$ cat src/rtl/cla_pipe_adder.sv
// Two-stage pipelined carry-lookahead adder with valid/ready handshake on both sides.
// Optional status outputs (zero, overflow) are enabled by defining CLA_STATUS_EN.
module cla_pipe_adder #(
    parameter int WIDTH = 8,
    parameter int GROUP = 4
) (
    input  logic             clk,
    input  logic             rst,
    input  logic             in_valid,
    output logic             in_ready,
    input  logic [WIDTH-1:0] a,
    input  logic [WIDTH-1:0] b,
    input  logic             carry_in,
    output logic             out_valid,
    input  logic             out_ready,
    output logic [WIDTH-1:0] sum,
    output logic             carry_out
`ifdef CLA_STATUS_EN
    ,
    output logic             zero,
    output logic             overflow
`endif
);

    localparam int NG = WIDTH / GROUP;

    logic             s1_valid_reg;
    logic [WIDTH-1:0] s1_p_reg;
    logic [WIDTH-1:0] s1_g_reg;
    logic             s1_cin_reg;
    logic             out_valid_reg;
    logic [WIDTH-1:0] sum_reg;
    logic             carry_out_reg;

    logic             s1_ready;
    logic             s2_ready;
    logic [WIDTH:0]   c;
    logic [NG:0]      grp_c;
    logic [NG-1:0]    grp_p;
    logic [NG-1:0]    grp_g;
    logic [WIDTH-1:0] sum_next;

    assign s2_ready = !out_valid_reg | out_ready;
    assign s1_ready = !s1_valid_reg | s2_ready;
    assign in_ready = s1_ready & !rst;

    // Group propagate/generate and the in-group carries, each a flat two-level expression.
    generate
        for (genvar gi = 0; gi < NG; gi++) begin : g_grp
            localparam int B = gi * 4;
            logic p0, p1, p2, p3, g0, g1, g2, g3, cg;
            assign p0 = s1_p_reg[B];
            assign p1 = s1_p_reg[B+1];
            assign p2 = s1_p_reg[B+2];
            assign p3 = s1_p_reg[B+3];
            assign g0 = s1_g_reg[B];
            assign g1 = s1_g_reg[B+1];
            assign g2 = s1_g_reg[B+2];
            assign g3 = s1_g_reg[B+3];
            assign cg = grp_c[gi];

            assign grp_p[gi] = p3 & p2 & p1 & p0;
            assign grp_g[gi] = g3 | (p3 & g2) | (p3 & p2 & g1) | (p3 & p2 & p1 & g0);

            assign c[B]   = cg;
            assign c[B+1] = g0 | (p0 & cg);
            assign c[B+2] = g1 | (p1 & g0) | (p1 & p0 & cg);
            assign c[B+3] = g2 | (p2 & g1) | (p2 & p1 & g0) | (p2 & p1 & p0 & cg);
        end
    endgenerate

    always_comb begin
        grp_c    = '0;
        grp_c[0] = s1_cin_reg;
        for (int k = 0; k < NG; k++) begin
            grp_c[k+1] = grp_g[k] | (grp_p[k] & grp_c[k]);
        end
    end

    assign c[WIDTH]  = grp_c[NG];
    assign sum_next  = s1_p_reg ^ c[WIDTH-1:0];

`ifdef CLA_STATUS_EN
    logic zero_reg;
    logic overflow_reg;
`endif

    always_ff @(posedge clk) begin
        if (rst) begin
            s1_valid_reg  <= 1'b0;
            s1_p_reg      <= '0;
            s1_g_reg      <= '0;
            s1_cin_reg    <= 1'b0;
            out_valid_reg <= 1'b0;
            sum_reg       <= '0;
            carry_out_reg <= 1'b0;
`ifdef CLA_STATUS_EN
            zero_reg      <= 1'b0;
            overflow_reg  <= 1'b0;
`endif
        end else begin
            if (s1_ready) begin
                s1_valid_reg <= in_valid;
                if (in_valid) begin
                    s1_p_reg   <= a ^ b;
                    s1_g_reg   <= a & b;
                    s1_cin_reg <= carry_in;
                end
            end
            // Stage 2 only advances when its result slot is free or being drained.
            if (s2_ready) begin
                out_valid_reg <= s1_valid_reg;
                if (s1_valid_reg) begin
                    sum_reg       <= sum_next;
                    carry_out_reg <= grp_c[NG];
`ifdef CLA_STATUS_EN
                    zero_reg      <= (sum_next == '0);
                    overflow_reg  <= c[WIDTH] ^ c[WIDTH-1];
`endif
                end
            end
        end
    end

    assign out_valid = out_valid_reg;
    assign sum       = sum_reg;
    assign carry_out = carry_out_reg;
`ifdef CLA_STATUS_EN
    assign zero      = zero_reg;
    assign overflow  = overflow_reg;
`endif

endmodule

$ cat config.mk
export PLATFORM = sky130hd
export DESIGN_NAME = cla_pipe_adder
export DESIGN_NICKNAME = d
export VERILOG_FILES = /design/src/rtl/cla_pipe_adder.sv
export SDC_FILE = /design/constraint.sdc
export NUM_CORES = 1
export LEC_CHECK = 0
export CORE_MARGIN = 2
export CORE_UTILIZATION = 48
export CTS_CLUSTER_DIAMETER = 100
export CTS_CLUSTER_SIZE = 8
export DETAILED_ROUTE_END_ITERATION = 10
export HOLD_SLACK_MARGIN = 0.03
export PLACE_DENSITY = 0.78
export SETUP_SLACK_MARGIN = 0.4
export SYNTH_ARGS = -nofsm -noshare
export SYNTH_HDL_FRONTEND = slang
export SYNTH_SLANG_ARGS = --single-unit
$ cat constraint.sdc
create_clock -name clk -period 2.1 [get_ports clk]
set_input_delay 0.315 -clock clk [delete_from_list [all_inputs] [get_ports clk]]
set_output_delay 0.315 -clock clk [all_outputs]
set_load 0.02 [all_outputs]
==> impl_summary.log <==
[report] extracting results
[metrics] status: complete, no violations
[metrics] number of nets in the final layout: 229
[metrics] fin util: 66.7%
[metrics] worst hold path stage count: 2
[metrics] tapcell count: 31
[metrics] peak per-stage delay on the critical path: 0.40 ns
[metrics] count of standard-cell rows: 19
[metrics] launching element type of the critical path: flop
[metrics] total congestion overflow after global routing: 0
[metrics] count of pins over their slew limit: 0
[metrics] worst min-delay path startpoint: s1_g_reg[5]$_SDFFE_PP0P_
[metrics] post-cts hold buffer count: 0
[metrics] clock network contribution to total cell area: 2.03%
[metrics] area share of the leading cell type in the synthesized netlist: 42.4%
[metrics] required time of the critical path: 2.33 ns
[metrics] Peak VDD IR: 0.378 mV
[metrics] Gate Count Post-Synth: 160
[metrics] LEAKAGE: 0.748 nW
[metrics] post-detailed-route via-to-cell ratio: 5.39
[metrics] starting density of the core: 49.2%
[metrics] unrepaired setup endpoints after global routing: true
[metrics] antenna violations before repair: 0
[metrics] clock tree from TritonCTS: yes
[metrics] main flop type after synthesis: sky130_fd_sc_hd__dfxtp_1
[metrics] register area share after synthesis: 42.4%
[metrics] power spent charging and discharging nets: 0.276 mW
[metrics] area fraction in xor and xnor cells: 1.99%
[metrics] launch point of the worst path: s1_p_reg[0]$_SDFFE_PP0P_
[metrics] cell chosen for the clock root: sky130_fd_sc_hd__clkbuf_4
[metrics] Compound Share, Synth: 17.4%
[metrics] most frequently used cell type in the post-synthesis netlist: sky130_fd_sc_hd__nand2_1
[metrics] setup bufs post-CTS: 5
[metrics] total of warnings raised by yosys: 0
[metrics] average wire per standard cell: 13.1 um
[metrics] flops out of synthesis: 28
[metrics] post-route total power: 1.05 mW
[metrics] Clock H-tree levels: 1
[metrics] met1 Track Usage GR: 25.4%
[metrics] minimum clock period: 1.71 ns
[metrics] share of cell area taken by multi-input logic gates: 42.0%
[metrics] clock buffer instance count of the final layout: 4
[metrics] skew final: 0.00149 ns
[metrics] fraction of met3 tracks used by global routing: 3.46%
[metrics] Simple Share, Synth: 22.6%
[metrics] critical path depth: 9
[metrics] Combinational Power Share: 18.5%
**Met3 routing**

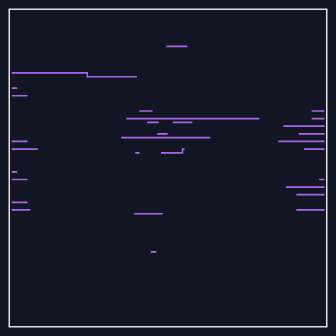
The layer holds 4.9% of the routed length. The longest straight run is 23.5 um.

**Signal metal coverage by tile**

The die is cut into 11 by 11 equal tiles; black is low, pale yellow is high, scaled to the fullest tile. Values are wire area over tile area, all layers added.
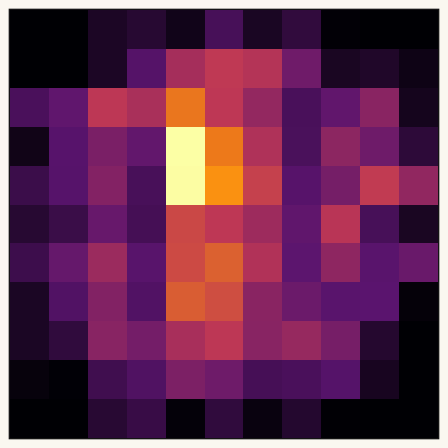
The fullest tile reaches 0.58. 12% of the tiles are over half the peak. The mean over all tiles is 0.15. The densest ninth of the die: center.

Power and IR drop assume default switching activity.
